Fig. 1: close-up of the layout
The bar under the picture is 20 µm long. Window x 0 to 50, y 0 to 50 µm. Cells in grey, sequential cells in the stronger grey; small squares are vias.
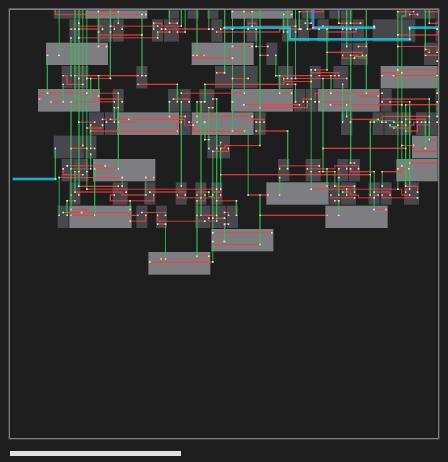
Fig. 2: wire density map
The bar under the picture is 20 µm long. 18 x 18 tiles, from black (low) to pale yellow (high), scaled to the fullest tile. Values are wire area over tile area, all layers added.
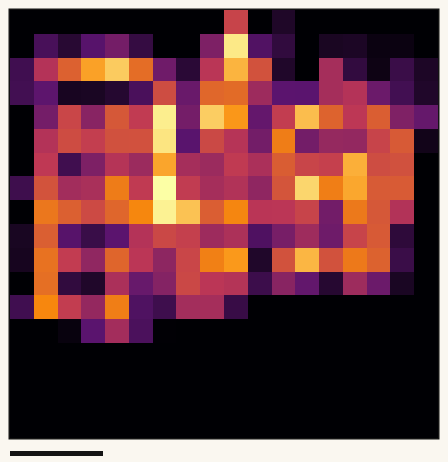
Fig. 3: sequential cells grouped by signal name
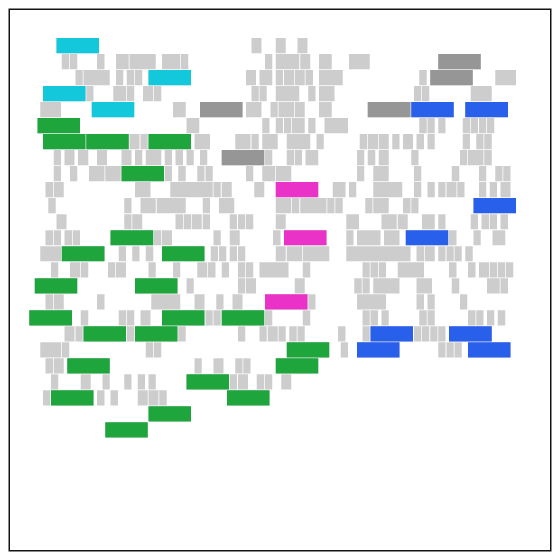
Fig. 4: placement by cell class
Fill, decap, tap and diode cells in grey.
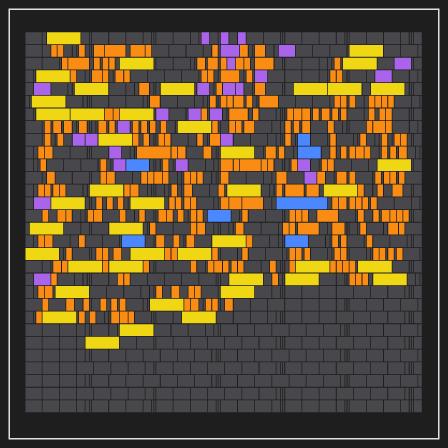
===== src/rtl/relay_pkg.sv =====
// Shared codes for the 13.56 MHz relay framer: mod_type/role codes,
// start/end-of-communication patterns and the framer FSM states.
package relay_pkg;

    typedef enum logic [2:0] {
        SNIFFER       = 3'b000,
        TAGSIM_LISTEN = 3'b001,
        TAGSIM_MOD    = 3'b010,
        READER_LISTEN = 3'b011,
        READER_MOD    = 3'b100,
        FAKE_READER   = 3'b101,
        FAKE_TAG      = 3'b110
    } mod_type_e;

    typedef enum logic [1:0] {
        ROLE_PASSTHRU = 2'd0,
        ROLE_READER   = 2'd1,
        ROLE_TAG      = 2'd2
    } role_e;

    typedef enum logic {
        LISTEN = 1'b0,
        MOD    = 1'b1
    } state_e;

    localparam logic [23:0] READER_START = 24'h0000C0;
    localparam logic [23:0] READER_END_A = 24'h000000;
    localparam logic [23:0] READER_END_B = 24'hC00000;
    localparam logic [23:0] TAG_START    = 24'h0000F0;
    localparam logic [15:0] TAG_END      = 16'h0000;

    function automatic role_e decode_role(input logic [2:0] mode);
        if (mode == FAKE_READER)
            return ROLE_READER;
        else if (mode == FAKE_TAG)
            return ROLE_TAG;
        else
            return ROLE_PASSTHRU;
    endfunction

endpackage


===== src/rtl/relay_frame_ctrl_tick_gen.sv =====
// relay_tick_gen: free-running 2^DIV_W divider that raises tick for one
// clock whenever the count equals DIV_PHASE.
module relay_tick_gen #(
    parameter int DIV_W     = 4,
    parameter int DIV_PHASE = 8
) (
    input  logic clk,
    input  logic rst,
    output logic tick
);

    logic [DIV_W-1:0] div_cnt;

    always_ff @(posedge clk) begin
        if (rst)
            div_cnt <= '0;
        else
            div_cnt <= div_cnt + 1'b1;
    end

    assign tick = (div_cnt == DIV_PHASE[DIV_W-1:0]);

endmodule


===== src/rtl/relay_frame_ctrl.sv =====
// Relay-link framer: samples relay_in on sub-carrier ticks, detects frame
// start/end for the fake reader/tag roles and drives mod_type for
// hi_iso14443a. Optional completed-frame counter under RELAY_FRAME_CNT_EN.
module relay_frame_ctrl
    import relay_pkg::*;
#(
    parameter int DIV_W     = 4,
    parameter int DIV_PHASE = 8,
    parameter int HIST_W    = 24,
    parameter int DATA_TAP  = 7,
    parameter int MAX_BYTES = 64
) (
    input  logic        ck_1356meg,
    input  logic        rst,
    input  logic [2:0]  mode_i,
    input  logic        relay_in,
    output logic [2:0]  mod_type_o,
    output logic        data_o,
    output logic        frame_active_o,
    output logic        byte_strobe_o,
    output logic        timeout_err_o
`ifdef RELAY_FRAME_CNT_EN
    ,
    output logic [15:0] frame_cnt_o
`endif
);

    logic              tick;
    role_e             role;
    role_e             role_q;
    logic              role_chg;
    state_e            state;
    logic [HIST_W-1:0] hist;
    logic [HIST_W-1:0] hist_shift;
    logic [2:0]        bit_cnt;
    logic [2:0]        bit_inc;
    logic [7:0]        byte_cnt;
    logic [7:0]        byte_inc;
    logic              start_hit;
    logic              end_hit;
    logic              wrap;
    logic              shift_en;
    logic              end_evt;
    logic              timeout_evt;
    logic              unused_hist_msb;

    relay_tick_gen #(
        .DIV_W     (DIV_W),
        .DIV_PHASE (DIV_PHASE)
    ) u_tick (
        .clk  (ck_1356meg),
        .rst  (rst),
        .tick (tick)
    );

    assign role     = decode_role(mode_i);
    assign role_chg = (role != role_q);

    assign hist_shift      = {hist[HIST_W-2:0], relay_in};
    assign unused_hist_msb = hist[HIST_W-1];
    assign bit_inc         = bit_cnt + 3'd1;
    assign byte_inc        = byte_cnt + 8'd1;
    assign wrap            = (bit_inc == 3'd0);
    assign shift_en        = tick && !role_chg && (role != ROLE_PASSTHRU);

    // Patterns are judged on the history as it will look after this tick's shift.
    always_comb begin
        start_hit = 1'b0;
        end_hit   = 1'b0;
        if (role == ROLE_READER) begin
            start_hit = (hist_shift[23:0] == READER_START);
            end_hit   = (hist_shift[23:0] == READER_END_A) ||
                        (hist_shift[23:0] == READER_END_B);
        end else if (role == ROLE_TAG) begin
            start_hit = (hist_shift[23:0] == TAG_START);
            end_hit   = (hist_shift[15:0] == TAG_END);
        end
    end

    // A start pattern inside a frame re-arms it and pre-empts end/timeout.
    assign end_evt     = shift_en && (state == MOD) && !start_hit && wrap && end_hit;
    assign timeout_evt = shift_en && (state == MOD) && !start_hit && wrap && !end_hit &&
                         (byte_inc == 8'(MAX_BYTES));

    always_ff @(posedge ck_1356meg) begin
        if (rst) begin
            state         <= LISTEN;
            role_q        <= role;
            hist          <= '0;
            bit_cnt       <= 3'd0;
            byte_cnt      <= 8'd0;
            byte_strobe_o <= 1'b0;
            timeout_err_o <= 1'b0;
        end else begin
            role_q        <= role;
            byte_strobe_o <= 1'b0;
            timeout_err_o <= 1'b0;
            if (role_chg) begin
                state    <= LISTEN;
                hist     <= '0;
                bit_cnt  <= 3'd0;
                byte_cnt <= 8'd0;
            end else if (role == ROLE_PASSTHRU) begin
                state <= LISTEN;
            end else if (shift_en) begin
                hist    <= hist_shift;
                bit_cnt <= bit_inc;
                case (state)
                    LISTEN: begin
                        if (start_hit) begin
                            state    <= MOD;
                            bit_cnt  <= 3'd0;
                            byte_cnt <= 8'd0;
                        end
                    end
                    MOD: begin
                        if (start_hit) begin
                            bit_cnt  <= 3'd0;
                            byte_cnt <= 8'd0;
                        end else if (wrap) begin
                            byte_strobe_o <= 1'b1;
                            byte_cnt      <= byte_inc;
                            if (end_evt) begin
                                state <= LISTEN;
                            end else if (timeout_evt) begin
                                state         <= LISTEN;
                                timeout_err_o <= 1'b1;
                            end
                        end
                    end
                    default: state <= LISTEN;
                endcase
            end
        end
    end

    // During a relay-to-relay swap the old role's MOD state is stale for one clock.
    always_comb begin
        mod_type_o = mode_i;
        if (role == ROLE_READER)
            mod_type_o = ((state == MOD) && !role_chg) ? READER_MOD : READER_LISTEN;
        else if (role == ROLE_TAG)
            mod_type_o = ((state == MOD) && !role_chg) ? TAGSIM_MOD : TAGSIM_LISTEN;
    end

    assign data_o         = hist[DATA_TAP];
    assign frame_active_o = (state == MOD);

`ifdef RELAY_FRAME_CNT_EN
    logic [15:0] frame_cnt_q;

    always_ff @(posedge ck_1356meg) begin
        if (rst)
            frame_cnt_q <= 16'd0;
        else if (end_evt && (frame_cnt_q != 16'hFFFF))
            frame_cnt_q <= frame_cnt_q + 16'd1;
    end

    assign frame_cnt_o = frame_cnt_q;
`endif

endmodule


===== config.mk =====
export PLATFORM = sky130hd
export DESIGN_NAME = relay_frame_ctrl
export DESIGN_NICKNAME = d
export VERILOG_FILES = /design/src/rtl/relay_pkg.sv /design/src/rtl/relay_frame_ctrl_tick_gen.sv /design/src/rtl/relay_frame_ctrl.sv
export SDC_FILE = /design/constraint.sdc
export NUM_CORES = 1
export LEC_CHECK = 0
export ABC_AREA = 1
export ABC_CLOCK_PERIOD_IN_PS = 2650
export CORE_MARGIN = 3
export CORE_UTILIZATION = 30
export DETAILED_ROUTE_END_ITERATION = 10
export PLACE_DENSITY = 0.54
export SLEW_MARGIN = 25
export SYNTH_ARGS = -nofsm -noshare
export SYNTH_HDL_FRONTEND = slang
export SYNTH_HIERARCHICAL = 1
export SYNTH_SLANG_ARGS = --single-unit

===== constraint.sdc =====
create_clock -name ck_1356meg -period 2.65 [get_ports ck_1356meg]
set_input_delay 0.795 -clock ck_1356meg [delete_from_list [all_inputs] [get_ports ck_1356meg]]
set_output_delay 0.795 -clock ck_1356meg [all_outputs]
set_load 0.02 [all_outputs]

==> run_results.csv <==
group,metric,value,unit
floorplan,die-height,91.7,µm
place,pre_cts_ws,-0.859,ns
final_timing,skew,0.00596,ns
setup_path,endpoint,"mod_type_o[2]",
synthesis,synth.cell_area,0.00220,mm²
flow_run,openroad.warnings,28,
setup_path,worstPathRequired,1.86,ns
setup_path,endpoint_kind,"output port",
flow_run,maxCapViolations,0,
setup_path,path_cells,"buf_2 > buf_4 > nor2_4 > nand2_1 > nand2_2 > nand2_4 > inv_1 > nand2_2 > nand2_2 > and3_4 > buf_6",
synthesis,netlist_instances,337,
final_timing,worst_slew_margin_rel,60.8,%
clocking,clock_sinks,43,
routing,drtAntennaViolNets,0,
clocking,cts_tree,"done",
setup_path,timing.rr.start,"byte_cnt[0]$_SDFFE_PP0P_",
global_routing,grt_pass1_vias,1803,
clocking,cts_buffer_depth,2,
global_routing,grt_remaining_overflow,0,
finish,diodes,0,
setup_path,cp_max_fo,4,
finish,nNetsFinal,373,
final_timing,whs,0.496,ns
finish,largestRegisters,"hist x23, byte_cnt x8, u_tick/div_cnt x4",
setup_path,cp_common_cell,"nand2_2",
setup_path,worst-setup-path-type,"primary input to output port",
finish,fin_area,0.00259,mm²
finish,fin_cells,457,
finish,fin_util,37.3,%
synthesis,top_cells_by_count,"nor2_1 (91), nand2_1 (78), dfxtp_1 (43), inv_1 (38), o21ai_0 (27)",
routing,drt_iter0_markers,55,
floorplan,die_area,0.00841,mm²
global_routing,grt_max_degree,18,
global_routing,grtUsageTotal,11.4,%
synthesis,top_cells_by_area,"dfxtp_1 (39%), nor2_1 (15%), nand2_1 (13%)",
place,dpl_cell_area,0.00249,mm²
synthesis,yosysCellCount,337,
clocking,numCtsBuffers,5,
floorplan,fp.dieW,91.7,µm
floorplan,core_util_floorplan,31.7,%
routing,route.detailed.drc,0,
routing,vias,1976,
routing,vias_per_cell,4.32,
synthesis,syn_avg_cell_area,6.54,µm²
final_timing,fin_tns_setup,0,ns
synthesis,synth_top_cell_by_area,"dfxtp_1",
final_timing,hold_viol,0,
setup_path,path_depth,11,
final_timing,tightest_slew,0.585,ns
setup_path,crit_path_start,"mode_i[0]",
pwr,cellLeakagePower,0.00129,µW
synthesis,top_area_share,39.0,%
synthesis,ys_seq_share,39.0,%
setup_path,worst_path_max_delay_cell,"and3_4",
clocking,htree_num_levels,2,
global_routing,grt_pass1_wl,7.92,mm
finish,final_common_cell,"nor2_1",
synthesis,ys_sh_adder,3.41,%
global_routing,antenna_found_initial,0,
setup_path,critPathBufInv,4,
synthesis,ys_chip_area,0.00220,mm²
setup_path,slowest_delay,0.17,ns
synthesis,xor_area_share,0.397,%
setup_path,arrival,1.81,ns
finish,top_register,"hist",
synthesis,yosysWarnings,6,
setup_path,worstSetupStartpointType,"primary input",
place,gp_congestion,0.801,
status,status,"complete, no violations",
final_timing,min_period,2.60,ns
synthesis,ys_ff,43,
floorplan,core_area,0.00694,mm²
floorplan,fp-row-count,30,
synthesis,top_logic_kind,"simple AND/OR/NAND/NOR gates",
place,placed_cells,450,
clocking,clk_latency,0.29,ns
synthesis,synth.net_count,349,
finish,mostFrequentLayoutCells,"nor2_1 (91), nand2_1 (76), dfxtp_1 (43)",
clocking,holdBufCountCts,0,
synthesis,most_common_cell,"nor2_1",
routing,first_pass_iters,4,
synthesis,ys_dominant_reg_cell,"dfxtp_1",
synthesis,yosys.area_share.simple,39.1,%
finish,area_delta_synth_final,17.4,%
synthesis,aoi_share,8.74,%
pwr,power.total,1240,µW
final_timing,final_max_slew_viol_count,0,
min_path,hp-class,"flip-flop to flip-flop",
clocking,path_clk_slew,0.08,ns
Back to the opening pictures, Fig. 1:
- met2: green
- met1: red
- met3: cyan
- met4: blue
- most frequent: nor2_1 (39), o21ai_0 (15), dfxtp_1 (15)
- cells with their middle in the window: 83
- sequential cells in the window: 15
- netlist names of flops here include: hist (14), bit_cnt (1)

Back to the opening pictures, Fig. 2:
- fullest tile: 0.31
- densest ninth of the die: centre
- tiles over half the peak: 26%
- emptiest ninth of the die: south-east
- nearly empty tiles: 39%

Back to the opening pictures, Fig. 3:
- hist: green (placed flops 23)
- bit_cnt: magenta (placed flops 3)
- byte_cnt: blue (placed flops 8; where east)
- u_tick/div_cnt: cyan (placed flops 4; where north-west)
- not coloured: 5

Back to the opening pictures, Fig. 4:
- all other logic: orange (cells 284)
- clock drivers and dummy loads: blue (cells 7)
- other buffers and delay cells: purple (cells 27)
- flip-flops: yellow (cells 43)

## cell type report
class / count / area, µm²
Sequential cell: 43 / 861
Fill cell: 765 / 4360
Multi-Input combinational cell: 246 / 1150
Inverter: 38 / 143
Timing Repair Buffer: 27 / 209
Clock inverter: 2 / 37.5
Tap cell: 96 / 120
Clock buffer: 5 / 68.8
## power by group
part	internal, µW	switching (µW)	total [µW]	leakage (µW)
registers	651	4.97	656	0.000347
logic	36.2	53.1	89.4	0.000893
clock network	276	224	500	0.0000502
total	962	282	1240	0.00129
## how the worst min path moves through the flow
stage,from,endpoint,cells after the start
floorplan,u_tick/div_cnt[0]$_SDFF_PP0_,u_tick/div_cnt[0]$_SDFF_PP0_,1
global placement,u_tick/div_cnt[0]$_SDFF_PP0_,u_tick/div_cnt[0]$_SDFF_PP0_,1
detailed placement,u_tick/div_cnt[0]$_SDFF_PP0_,u_tick/div_cnt[0]$_SDFF_PP0_,1
CTS,bit_cnt[2]$_SDFFE_PP0P_,bit_cnt[2]$_SDFFE_PP0P_,2
global route,bit_cnt[2]$_SDFFE_PP0P_,bit_cnt[2]$_SDFFE_PP0P_,2
finish,u_tick/div_cnt[0]$_SDFF_PP0_,u_tick/div_cnt[0]$_SDFF_PP0_,1
## per-layer routing
| layer | track usage [%] | up-vias | part of all wire, % |
|---|---|---|---|
| met5 | 0 | - | 0 |
| met4 | 3.34 | 0 | 0.93 |
| met3 | 2.71 | 4 | 2.6 |
| met2 | 19.8 | 19 | 47 |
| met1 | 13.9 | 870 | 50 |
| li1 | - | 1083 | - |
## what timing repair did
item	4_1_cts	5_1_grt
endpoints found under the setup margin	3	1
pin swaps	2	2
resized	27	3
Power figures rest on the tool's default switching activity, not on a simulated workload.
